$ cat config.mk
export PLATFORM = sky130hd
export DESIGN_NAME = fe
export DESIGN_NICKNAME = d
export VERILOG_FILES = /design/src/rtl/fe.sv
export SDC_FILE = /design/constraint.sdc
export NUM_CORES = 1
export LEC_CHECK = 0
export CAP_MARGIN = 20
export CORE_UTILIZATION = 57
export DETAILED_ROUTE_END_ITERATION = 6
export DONT_BUFFER_PORTS = 1
export GPL_ROUTABILITY_DRIVEN = 0
export PLACE_DENSITY_LB_ADDON = 0.25
export SYNTH_ARGS = -nofsm -noshare
export SYNTH_HDL_FRONTEND = slang
export SYNTH_SLANG_ARGS = --single-unit
$ cat constraint.sdc
create_clock -name i_clk -period 4.12 [get_ports i_clk]
set_input_delay 0.412 -clock i_clk [delete_from_list [all_inputs] [get_ports i_clk]]
set_output_delay 0.412 -clock i_clk [all_outputs]
set_load 0.01 [all_outputs]
$ cat src/rtl/fe.sv
// fe -- instruction fetch stage with PC register and IF/ID pipeline register.
//
// Ports:
//   i_clk, i_rst     clock; synchronous active-high reset
//   i_hold           decode stall: freeze PC and IF/ID
//   i_flush          execute redirect (taken branch) to i_flush_tgt
//   i_jal, i_jalr    decode-stage jumps; target from i_dec_pc / i_jalr_rs1 + i_dec_imm
//   o_imem_raddr     current PC to instruction memory (combinational read)
//   i_imem_rdata     instruction word at o_imem_raddr
//   o_inst, o_pc, o_nxt_pc, o_vld, o_misalign   IF/ID register contents
module fe #(
  parameter logic [31:0] RESET_ADDR = 32'h00000000,
  parameter logic [31:0] NOP        = 32'h00000033
) (
  input  logic        i_clk,
  input  logic        i_rst,
  input  logic        i_hold,
  input  logic        i_flush,
  input  logic [31:0] i_flush_tgt,
  input  logic        i_jal,
  input  logic        i_jalr,
  input  logic [31:0] i_dec_pc,
  input  logic [31:0] i_dec_imm,
  input  logic [31:0] i_jalr_rs1,
  output logic [31:0] o_imem_raddr,
  input  logic [31:0] i_imem_rdata,
  output logic [31:0] o_inst,
  output logic [31:0] o_pc,
  output logic [31:0] o_nxt_pc,
  output logic        o_vld,
  output logic        o_misalign
);

  typedef enum logic [1:0] {
    ACT_SEQ,
    ACT_HOLD,
    ACT_JUMP,
    ACT_FLUSH
  } act_e;

  act_e        act;
  logic [31:0] pc_q;
  logic [31:0] pc_plus4;
  logic [31:0] redir_tgt;
  logic [31:0] jalr_sum;

  assign o_imem_raddr = pc_q;
  assign pc_plus4     = pc_q + 32'd4;
  assign jalr_sum     = i_jalr_rs1 + i_dec_imm;

  // Priority: flush > hold > jal > jalr > sequential.
  always_comb begin
    act       = ACT_SEQ;
    redir_tgt = pc_plus4;
    if (i_flush) begin
      act       = ACT_FLUSH;
      redir_tgt = i_flush_tgt;
    end else if (i_hold) begin
      act = ACT_HOLD;
    end else if (i_jal) begin
      act       = ACT_JUMP;
      redir_tgt = i_dec_pc + i_dec_imm;
    end else if (i_jalr) begin
      act       = ACT_JUMP;
      redir_tgt = {jalr_sum[31:1], 1'b0};
    end
  end

  always_ff @(posedge i_clk) begin
    if (i_rst) begin
      pc_q       <= RESET_ADDR;
      o_inst     <= NOP;
      o_vld      <= 1'b0;
      o_misalign <= 1'b0;
      o_pc       <= '0;
      o_nxt_pc   <= '0;
    end else begin
      case (act)
        ACT_HOLD: ;
        ACT_FLUSH, ACT_JUMP: begin
          // Bubble: o_pc/o_nxt_pc intentionally keep their previous values.
          pc_q       <= redir_tgt;
          o_inst     <= NOP;
          o_vld      <= 1'b0;
          o_misalign <= 1'b0;
        end
        default: begin
          pc_q       <= pc_plus4;
          o_inst     <= i_imem_rdata;
          o_pc       <= pc_q;
          o_nxt_pc   <= pc_plus4;
          o_vld      <= 1'b1;
          o_misalign <= |pc_q[1:0];
        end
      endcase
    end
  end

endmodule

==> images/layer_met2.png <==
Cells faint in the background.
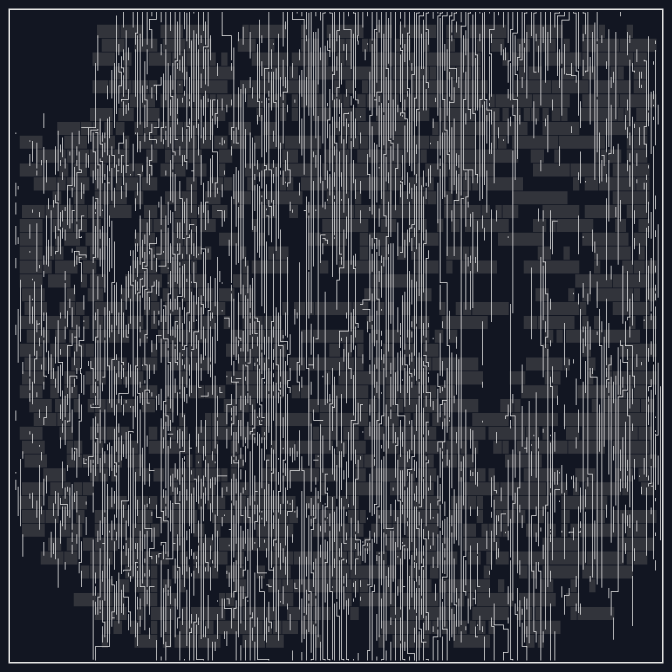
nets with wire on the layer	1135
main direction	vertical
wire length on this layer	13400 um
longest straight run	63.1 um

==> images/placement.png <==
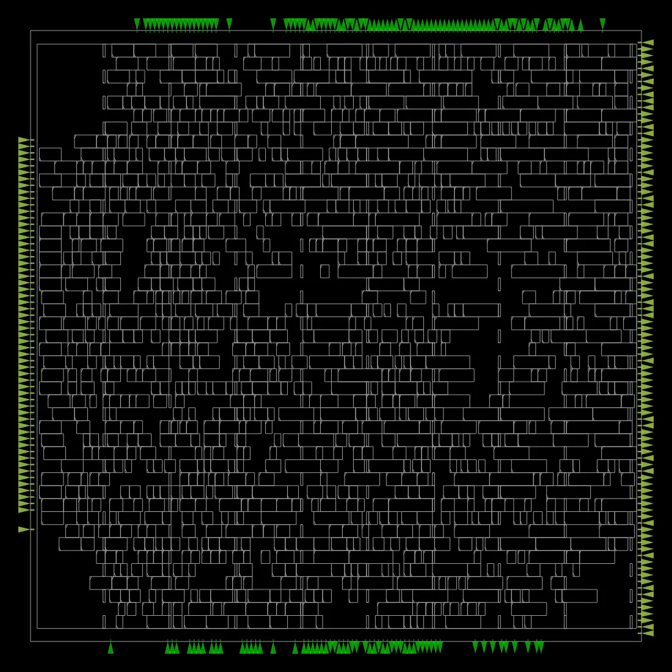
fraction of area in registers: 26.3%
FP Rows: 45
Seq Cell Count: 128
number of tap instances: 211

==> images/logic_types.png <==
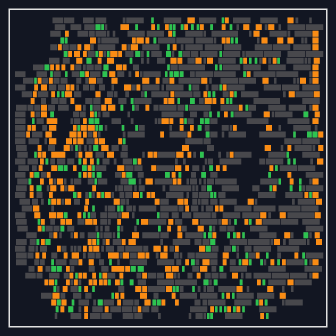
family	color	cells	most used	where
nand cells	green	217	nand2_1	all over the die
aoi and oai cells	orange	350	a21oi_1	all over the die
most common library cell in the layout ignoring fill and taps: sky130_fd_sc_hd__nand2_1
count of placed standard cells in the final layout, fillers left out: 1378
proportion of cell area occupied by multi-input gates: 62.1%

==> images/clk_routes.png <==
Bar = 50 um.
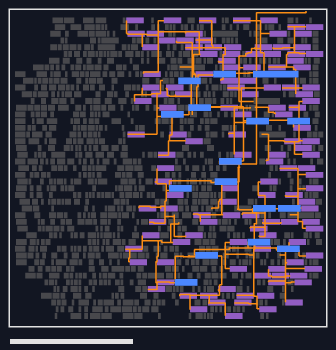
[clock wires] orange | length: 1490 um
[clock drivers] blue | count: 17
[flip-flops] purple | count: 128
routed clock nets	18
Clock net power: 1.66 mW
clock latency reported for the late side of the worst-skew pair: 0.41 ns
clock share of power: 43.3%

==> images/placement_by_type.png <==
Bar = 50 um.
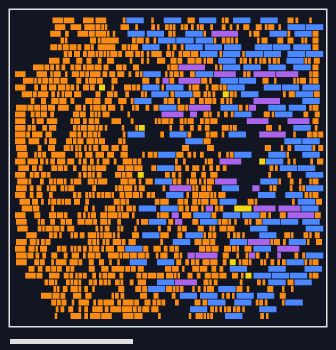
class	color	cells
sequential cells	blue	128
combinational and other logic	orange	997
clock drivers and dummy loads	purple	32
remaining buffers and delay cells	yellow	8
cell area after layout: 9750 sq um
floorplan core area: 15400 sq um

==> out/results.env <==
P_SEQ_mW=1.39
POWER.TOTAL_mW=3.83
SYNTH.COMB.LARGEST_FAMILY='AND-OR/OR-AND gates'
ROUTE.MET2.WL_MM=13.4
IO_PINS=296
CLKSLEWWORSTSETUPHOLDPATHS_NS=0.06
SHARE_COMB_OF_TOTAL_POWER_PCT=20.5
CPPEAKSTAGEDELAY_NS=0.62
RUN_STATUS='completed'
LOG.WARNING_COUNT=28
SLEW_VIOL_FINAL=0
YS_CELLS=1200
CRITPATHKIND='flop to flop'
INTERNAL_POWER_mW=2.67
SYNTH_TOP_FLOP_CELL='sky130_fd_sc_hd__dfxtp_1'
SYN_AREA_SQ_UM=9040
FINCLKSKEW_NS=0.0127
POST_SYNTHESIS_ADDER_CELL_AREA_FRACTION_PCT=9.02
FINAL_NUMBER_OF_SETUP_VIOLATING_ENDPOINTS=0
POWER_LEADER='the clock network'
FINAL.SETUP.TNS_NS=0
MAXCAPVIOLCOUNT=0
MIN_PATH_TYPE='input pin to flop'
CORE_UTIL_FLOORPLAN_PCT=58.8
CP_DATA_ARRIVAL_TIME_NS=3.22
POST_SYNTH_AO_OA_AREA_FRACTION_PCT=28.6
SWITCHING_SHARE_PCT=30.1
DRC=0
SYN-MEAN-INSTANCE-AREA_SQ_UM=7.54
VDD_IR_DROP_MAX_uV=271
RSZ_0062_RAISED_AFTER_GLOBAL_ROUTING='false'
DIEWIDTH_UM=128
FILLERS=1407
DRT_ITER0_DRC=922
HIGHEST-SIGNAL-LAYER='met4'
SYNTHDOMINANTCELLAREASHARE_PCT=28.3
GRT_MET3_USE_PCT=8.51
FIN_NETS=1382
SYNTH_ASYNC_SR_FLOP_SHARE_PCT=0
CRITICAL_PATH.STARTPOINT_TYPE='flop'
DETAILEDROUTE.FIRSTPASSITERATIONCOUNT=6
LAYOUT-DRIVE-GT1-SHARE_PCT=5.06
CTS_TREE='built'
NUMPORTBUFFERS=0
CLKCELLAREAFRAC_PCT=6.74
GRT_UTIL_ALL_LAYERS_PCT=35.0
PWR_DENSITY_CELL_nW_PER_UM2=393
ROUTED_WIRE_LENGTH_PER_INSTANCE_UM=21.7
SIGNAL_BUFFERS=8
NUMBER_OF_ANTENNA_VIOLATIONS_AT_THE_FIRST_CHECK_IN_GLOBAL_ROUTING=2
P_SEQ_SHARE_PCT=36.3
AREA_LEADERS='sky130_fd_sc_hd__dfxtp_1 (28%), sky130_fd_sc_hd__ha_1 (8.6%), sky130_fd_sc_hd__a21oi_1 (7.7%)'
YOSYS_REGISTER_BITS=128
TIMING.CRITICAL_PATH.CELLS='nand4_1 > or4_1 > nor4_1 > xnor2_1 > a2bb2oi_1 > nand2_1 > or3_1 > o21a_1'
SYN-NUM-NETS=1430
DETAILROUTE.WIRELENGTH.MET3_MM=3.20
POST-ROUTE-UTIL_PCT=63.4
YOSYS-TOP-CELLS-COUNT='sky130_fd_sc_hd__nand2_1 (154), sky130_fd_sc_hd__a21oi_1 (139), sky130_fd_sc_hd__nor2_1 (133)'
FIN_CRIT_NS=2.92
CP_MAX_FO=9
GRT_FIRST_PASS_WIRELENGTH_MM=44.5
EDFF_COUNT_SYNTH=0
POST-DP-HPWL_MM=22.8
MUX_AREA_SHARE_PCT=1.67
YOSYS.CELL_COUNT.TOP_TYPE='sky130_fd_sc_hd__nand2_1'
N_MULTI_INPUT_COMBINATIONAL_CELL=961
CRITPATHSLOWESTCELL='sky130_fd_sc_hd__dfxtp_1'
YOSYS.CELL_TYPES.COUNT=76
GRT_MAX_DEGREE=131
GRT.MET2_USAGE_PCT=55.9
YS_WARN_COUNT=0
TIMING.MAX_SLEW.REL_SLACK_PCT=34.0
DP_CELLS=1344
DRT.ANTENNA.VIOLATING_NETS=0
BUFFER_AREA_SHARE_PCT=0.745
POST_CTS_HOLD_BUFFER_COUNT=0
GRT_OVERFLOW_TOTAL=0
MAX_CLK_RATE_MHz=342
CELL_TYPE_GROUP_WITH_THE_LARGEST_TOTAL_DELAY_ON_THE_CRITICAL_PATH='simple AND/OR/NAND/NOR gates'
cells in the final DEF (no fill, tap or decap), types with 18 or more instances in the layout:
cell type                  count
sky130_fd_sc_hd__a21o_1       20
sky130_fd_sc_hd__xnor2_1      35
sky130_fd_sc_hd__a21oi_1     139
sky130_fd_sc_hd__ha_1         62
sky130_fd_sc_hd__nand4_1      21
sky130_fd_sc_hd__a22oi_1      33
sky130_fd_sc_hd__dfxtp_1     128
sky130_fd_sc_hd__nand3_1      26
sky130_fd_sc_hd__nor2_1      131
sky130_fd_sc_hd__o21ai_0      48
sky130_fd_sc_hd__inv_1        35
sky130_fd_sc_hd__nand2_1     153
sky130_fd_sc_hd__and3_1       18
sky130_fd_sc_hd__a211oi_1     33
sky130_fd_sc_hd__xor2_1       30
metrics by stage:
step / hold slack, ns / setup slack, ns
after CTS: 0.0570 / 1.24
final: 0.0693 / 1.20
after detailed placement: 0.489 / 1.16
after global routing: 0.0662 / 0.982
after global placement: 0.484 / 1.22
after floorplan: 0.454 / 1.40
worst paths after layout:
check / start / endpoint / slack, ns / depth (start not counted)
max: o_imem_raddr[12] / o_imem_raddr[28] / 1.20 / 8
min: i_rst / o_pc[29] / 0.07 / 1
max reg2reg: o_imem_raddr[12] / o_imem_raddr[28] / 1.20 / 8
min reg2reg: o_pc[26] / o_pc[26] / 0.50 / 2
flip-flops by register name, indices dropped and copies added (netlist names):
register,cells
o_nxt_pc,30
o_vld,1
o_misalign,1
o_pc,32
o_inst,32
o_imem_raddr,32
cell families (layout without fill, tap and decap cells):
group,Yosys count,in the layout
xor gates and xnor gates,65,65
adders and majority gates,64,64
DFF,128,128
AOI/OAI and AO/OA,396,396
and+or+nand+nor,421,421
muxes,15,15
other,0,2
buffers and inverters,111,76
Power and IR drop assume default switching activity.
